$ cat src/rtl/bs_pkg.sv
// Shared types and constants for the bs_pack bit-stream packer.
// Holds the FSM state type, default widths and the byte-count width helper.
package bs_pkg;

  typedef enum logic {
    ACC   = 1'b0,
    FLUSH = 1'b1
  } state_t;

  localparam int DEF_DATA_WD = 32;
  localparam int DEF_IN_WD   = 32;

  // Width of a byte count that spans 0..data_wd/8 inclusive.
  function automatic int nbyte_w(input int data_wd);
    return $clog2(data_wd / 8) + 1;
  endfunction

endpackage

$ cat src/rtl/bs_byte_rev.sv
// Combinational byte reverser: byte 0 of the input lands in the top byte.
// Zero latency, no flow control.
module bs_byte_rev
  import bs_pkg::*;
#(
  parameter int DATA_WD = DEF_DATA_WD
) (
  input  logic [DATA_WD-1:0] data,
  output logic [DATA_WD-1:0] swapped
);

  localparam int NB = DATA_WD / 8;

  for (genvar i = 0; i < NB; i++) begin : g_byte
    assign swapped[8*i +: 8] = data[8*(NB-1-i) +: 8];
  end

endmodule

$ cat src/rtl/bs_pack.sv
// MSB-first bit packer: variable-length fields in, DATA_WD words out; 1 cycle from completing beat to val_o.
// Input stalls (rdy_o low) while a full word waits behind a blocked output register or during flush.
module bs_pack
  import bs_pkg::*;
#(
  parameter int DATA_WD  = DEF_DATA_WD,
  parameter int IN_WD    = DEF_IN_WD,
  parameter bit BYTE_REV = 1'b0,
  localparam int NB_W    = (IN_WD > 1) ? $clog2(IN_WD) : 1,
  localparam int NBYTE_W = nbyte_w(DATA_WD)
) (
  input  logic               clk,
  input  logic               rst,
  input  logic               val_i,
  output logic               rdy_o,
  input  logic [IN_WD-1:0]   dat_i,
  input  logic [NB_W-1:0]    numb_i,
  input  logic               flush_i,
  output logic               val_o,
  input  logic               rdy_i,
  output logic [DATA_WD-1:0] dat_o,
  output logic [NBYTE_W-1:0] nbyte_o,
  output logic               last_o
);

  localparam int ACC_W = DATA_WD + IN_WD - 1;
  localparam int CNT_W = $clog2(ACC_W + 1);
  localparam logic [CNT_W-1:0] DATA_C = CNT_W'(DATA_WD);
  localparam logic [CNT_W-1:0] ACC_C  = CNT_W'(ACC_W);

  state_t               state, state_n;
  logic [ACC_W-1:0]     acc, acc_n, acc_a, fld;
  logic [CNT_W-1:0]     cnt, cnt_n, cnt_a, len;
  logic                 take, fl_take, out_free, load, load_last;
  logic [DATA_WD-1:0]   word, dat_q;
  logic [NBYTE_W-1:0]   nbyte_n;

  assign rdy_o    = (state == ACC) && (cnt < DATA_C);
  assign take     = val_i && rdy_o;
  assign fl_take  = flush_i && rdy_o;
  assign out_free = !val_o || rdy_i;
  assign len      = CNT_W'(numb_i) + CNT_W'(1);

  // Valid bits sit left-aligned in acc; everything below the fill count is zero.
  always_comb begin
    fld   = ACC_W'(dat_i) & ~({ACC_W{1'b1}} << len);
    acc_a = acc;
    cnt_a = cnt;
    if (take) begin
      acc_a = acc | (fld << (ACC_C - cnt - len));
      cnt_a = cnt + len;
    end
  end

  always_comb begin
    state_n   = state;
    acc_n     = acc_a;
    cnt_n     = cnt_a;
    load      = 1'b0;
    load_last = 1'b0;
    nbyte_n   = NBYTE_W'(DATA_WD / 8);
    word      = acc_a[ACC_W-1 -: DATA_WD];
    case (state)
      ACC: begin
        if (out_free && (cnt_a >= DATA_C)) begin
          load      = 1'b1;
          acc_n     = acc_a << DATA_WD;
          cnt_n     = cnt_a - DATA_C;
          load_last = fl_take && (cnt_a == DATA_C);
        end
        // A flush that empties exactly on this word ends the stream right here.
        if (fl_take && !load_last) begin
          state_n = FLUSH;
        end
      end
      FLUSH: begin
        if (out_free) begin
          load      = 1'b1;
          load_last = (cnt <= DATA_C);
          if (cnt >= DATA_C) begin
            acc_n = acc << DATA_WD;
            cnt_n = cnt - DATA_C;
          end else begin
            acc_n   = '0;
            cnt_n   = '0;
            nbyte_n = NBYTE_W'((cnt + CNT_W'(7)) >> 3);
          end
          if (load_last) begin
            state_n = ACC;
          end
        end
      end
      default: state_n = ACC;
    endcase
  end

  always_ff @(posedge clk) begin
    if (rst) begin
      state   <= ACC;
      acc     <= '0;
      cnt     <= '0;
      val_o   <= 1'b0;
      last_o  <= 1'b0;
      nbyte_o <= '0;
      dat_q   <= '0;
    end else begin
      state <= state_n;
      acc   <= acc_n;
      cnt   <= cnt_n;
      if (load) begin
        val_o   <= 1'b1;
        dat_q   <= word;
        nbyte_o <= nbyte_n;
        last_o  <= load_last;
      end else if (rdy_i) begin
        val_o <= 1'b0;
      end
    end
  end

  if (BYTE_REV) begin : g_rev
    bs_byte_rev #(.DATA_WD(DATA_WD)) u_rev (
      .data    (dat_q),
      .swapped (dat_o)
    );
  end else begin : g_norev
    assign dat_o = dat_q;
  end

endmodule

$ cat config.mk
export PLATFORM = sky130hd
export DESIGN_NAME = bs_pack
export DESIGN_NICKNAME = d
export VERILOG_FILES = /design/src/rtl/bs_pkg.sv /design/src/rtl/bs_byte_rev.sv /design/src/rtl/bs_pack.sv
export SDC_FILE = /design/constraint.sdc
export NUM_CORES = 1
export LEC_CHECK = 0
export ABC_CLOCK_PERIOD_IN_PS = 4000
export CAP_MARGIN = 20
export CORE_MARGIN = 10
export CORE_UTILIZATION = 34
export CTS_CLUSTER_DIAMETER = 60
export DETAILED_ROUTE_END_ITERATION = 10
export GPL_TIMING_DRIVEN = 0
export MAX_ROUTING_LAYER = met4
export SYNTH_ARGS = -nofsm -noshare
export SYNTH_HDL_FRONTEND = slang
export SYNTH_HIERARCHICAL = 1
export SYNTH_SLANG_ARGS = --single-unit
$ cat constraint.sdc
create_clock -name clk -period 4 [get_ports clk]
set_input_delay 0.4 -clock clk [delete_from_list [all_inputs] [get_ports clk]]
set_output_delay 0.4 -clock clk [all_outputs]
set_load 0.01 [all_outputs]
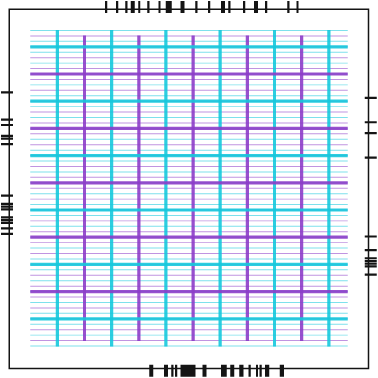
Figure 1: run 1, PDN straps and rails.
Drawn at 2 px/um. Pins as bars on the die edge.
VDD: in purple. VSS: in cyan.
11 straps on met4. 80 signal pins sit on the boundary. 11 straps on met5.
die span in y: 178.9 um
die width: 178.9 um
Peak VDD IR: 0.2240 mV
Core Area: 25040 um^2

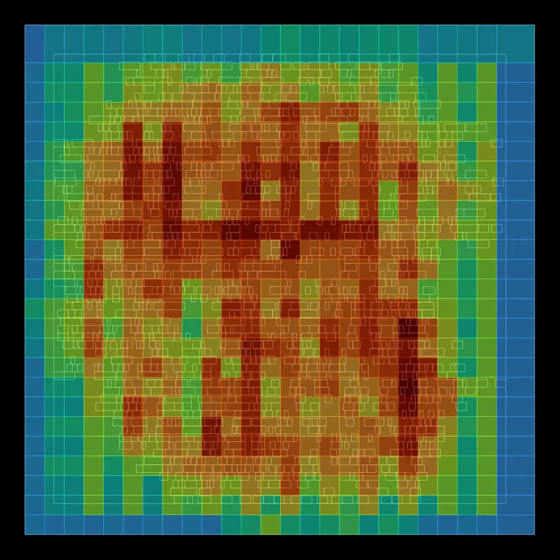
Figure 2: run 1, track usage over the die.
gr usage total: 27.58%
met2 GRT Util: 39.77%

==> results.json, run 1 <==
{
  "status": "complete, no violations",
  "finalClockPeriodUsage_pct": 97.01,
  "portBuffers": 79,
  "lay_top_count": "nor2_1",
  "path_depth": 21,
  "hpwl_mm": 33.91,
  "reg2regPathDepth": 15,
  "root_buffer": "clkbuf_16",
  "max_stage_delay_ns": 0.49,
  "dp_cells": 1570,
  "dr_wl_met3_mm": 5.323,
  "antenna_found_initial": 0,
  "gp_congestion": 1.045,
  "crit_chain": "buf_2 -> ha_4 -> buf_6 -> inv_1 -> ha_4 -> buf_6 -> clkbuf_16 -> inv_1 -> ha_1 -> buf_6 -> or3_4 -> buf_12 -> nand2_8 -> buf_12 -> buf_8 -> a311oi_1 -> a21oi_1 -> a211o_1 -> o21ai_0 -> a21oi_1 -> nor3_1",
  "clockNetworkAreaShare_pct": 2.629,
  "warning_count": 32,
  "grt_pass1_wl_mm": 64.97,
  "power-top-group": "combinational cells",
  "p_leak_nw": 4.012,
  "finalWorstSetupSlack_ns": 0.1195,
  "setup_viol": 0,
  "first_global_vias": 9859,
  "crit_path_end_kind": "register",
  "largest_area_cell": "dfxtp_1",
  "io_pins": 80,
  "area_growth_pct": 31.42,
  "hold_path_class": "reg -> reg",
  "rr_startpoint": "cnt[0]$_SDFFE_PP0P_",
  "p_switching_mw": 2.950,
  "crit_path_frequent_cell": "buf_6",
  "cts_setup_buffers": 9,
  "swShare_pct": 49.98,
  "hold_path_depth": 2,
  "synth_area_per_cell_um2": 7.392,
  "ys_sh_simple_pct": 23.21,
  "cp-startpoint": "numb_i[1]",
  "ys_types": 88,
  "nMultiInputCombCells": 933,
  "diodes": 0,
  "top_logic_kind": "AND-OR/OR-AND gates",
  "non_clock_buffer_count": 198,
  "overflow": 0,
  "initial_utilization_pct": 34.28,
  "htree_levels": 3,
  "critPathTopFamily": "AND-OR/OR-AND gates",
  "clk_pin_slew_ns": 0.09,
  "m1WireLength_mm": 18.58,
  "post-place-ws_ns": -2.189,
  "grtUsageMet1_pct": 37.96
}
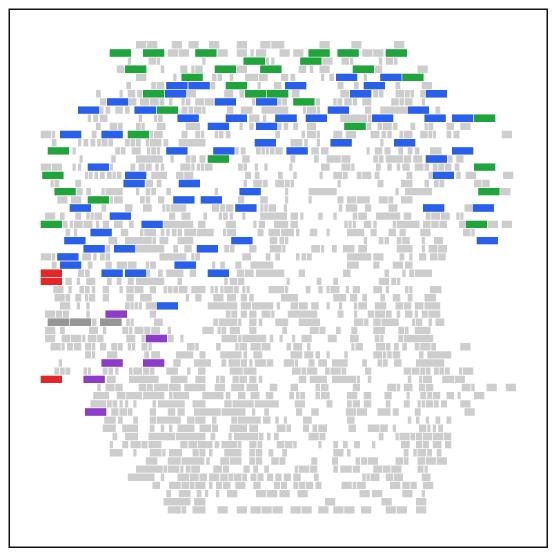
Figure 3: run 1, where the registers sit.
Drawn at 3 px/um. Other sequential cells in the stronger gray, the rest of the logic in the fainter gray.
`cnt`: in purple, sequential cells 6. `acc`: in blue, sequential cells 63. `nbyte_o`: in red, sequential cells 3. `dat_o`: in green, sequential cells 32.
Another 3 sequential cells are not colored.
Seq power: 1.27 mW
sequential share of cell area: 18.99%
fin util: 45.05%
Reg area: 2142 um^2

Figure 4. Clock distribution (run 1).
Drawn at 3 px/um.
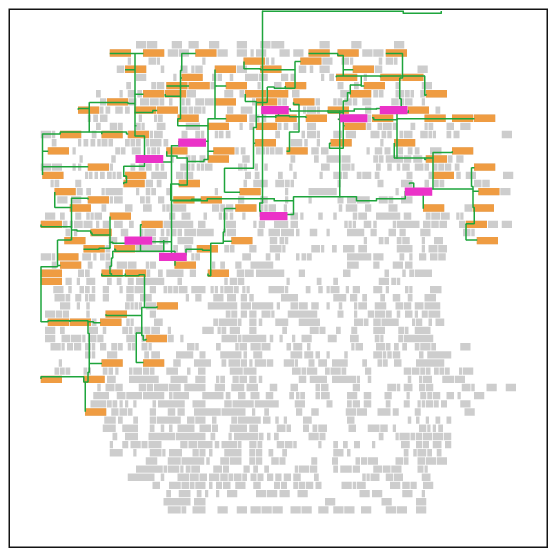

==> run 2, diff against run 1 <==
--- a/config.mk
+++ b/config.mk
@@ -6,7 +6,7 @@
 export NUM_CORES = 1
 export LEC_CHECK = 0
 export ABC_CLOCK_PERIOD_IN_PS = 4000
-export CAP_MARGIN = 20
+export CAP_MARGIN = 30
 export CORE_MARGIN = 10
 export CORE_UTILIZATION = 34
 export CTS_CLUSTER_DIAMETER = 60
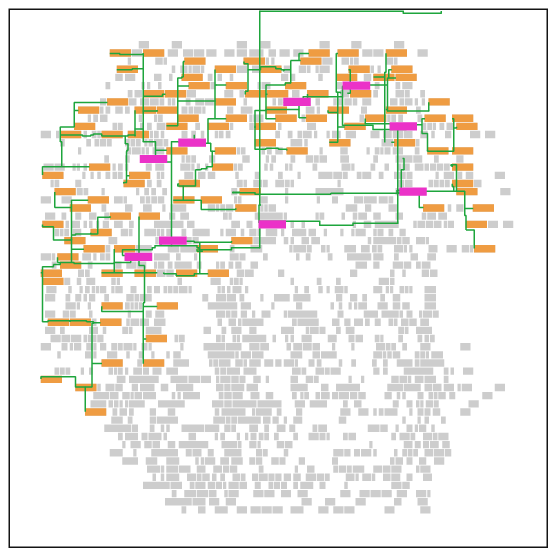
Figure 5: run 2, clock distribution.
Drawn at 3 px/um.
clock wires: in green, length 1520 um. cells driving clock nets: in magenta, count 9. flip-flops: in orange, count 107.
There are 10 routed clock nets.
worst skew pair latency: 0.38 ns
Final Skew: 0.01758 ns
Clk network pwr share: 15.7%
Clk. pwr: 905 uW

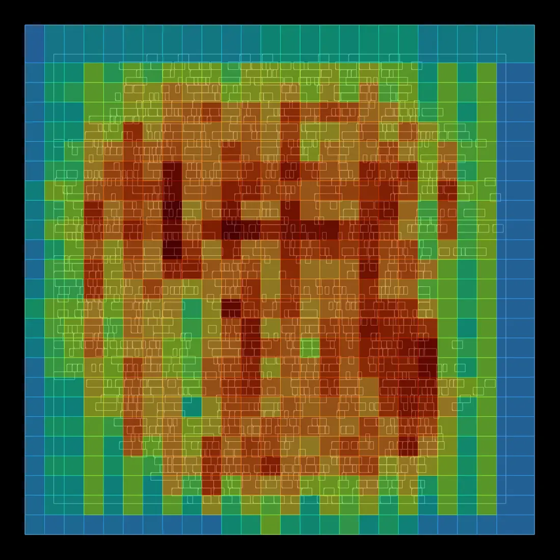
Figure 6: run 2, track usage over the die.
met3 usage: 6.676%
global routing's busiest layer: met2

==> results.json, run 2 <==
{
  "status": "complete, no violations",
  "dp_cells": 1571,
  "finalClockPeriodUsage_pct": 97.27,
  "grtUsageMet1_pct": 37.03,
  "lay_top_count": "nor2_1",
  "io_pins": 80,
  "portBuffers": 79,
  "p_switching_mw": 2.885,
  "m1WireLength_mm": 18.44,
  "initial_utilization_pct": 34.28,
  "antenna_found_initial": 0,
  "dr_wl_met3_mm": 5.102,
  "track_usage_pct": 27.61,
  "warning_count": 33,
  "root_buffer": "clkbuf_16",
  "area_growth_pct": 29.13,
  "diodes": 0,
  "nMultiInputCombCells": 933,
  "core-area_um2": 25040,
  "grt_pass1_wl_mm": 65.37,
  "top_logic_kind": "AND-OR/OR-AND gates",
  "swShare_pct": 50.21,
  "max_stage_delay_ns": 0.54
}
Power figures rest on the tool's default switching activity, not on a simulated workload.
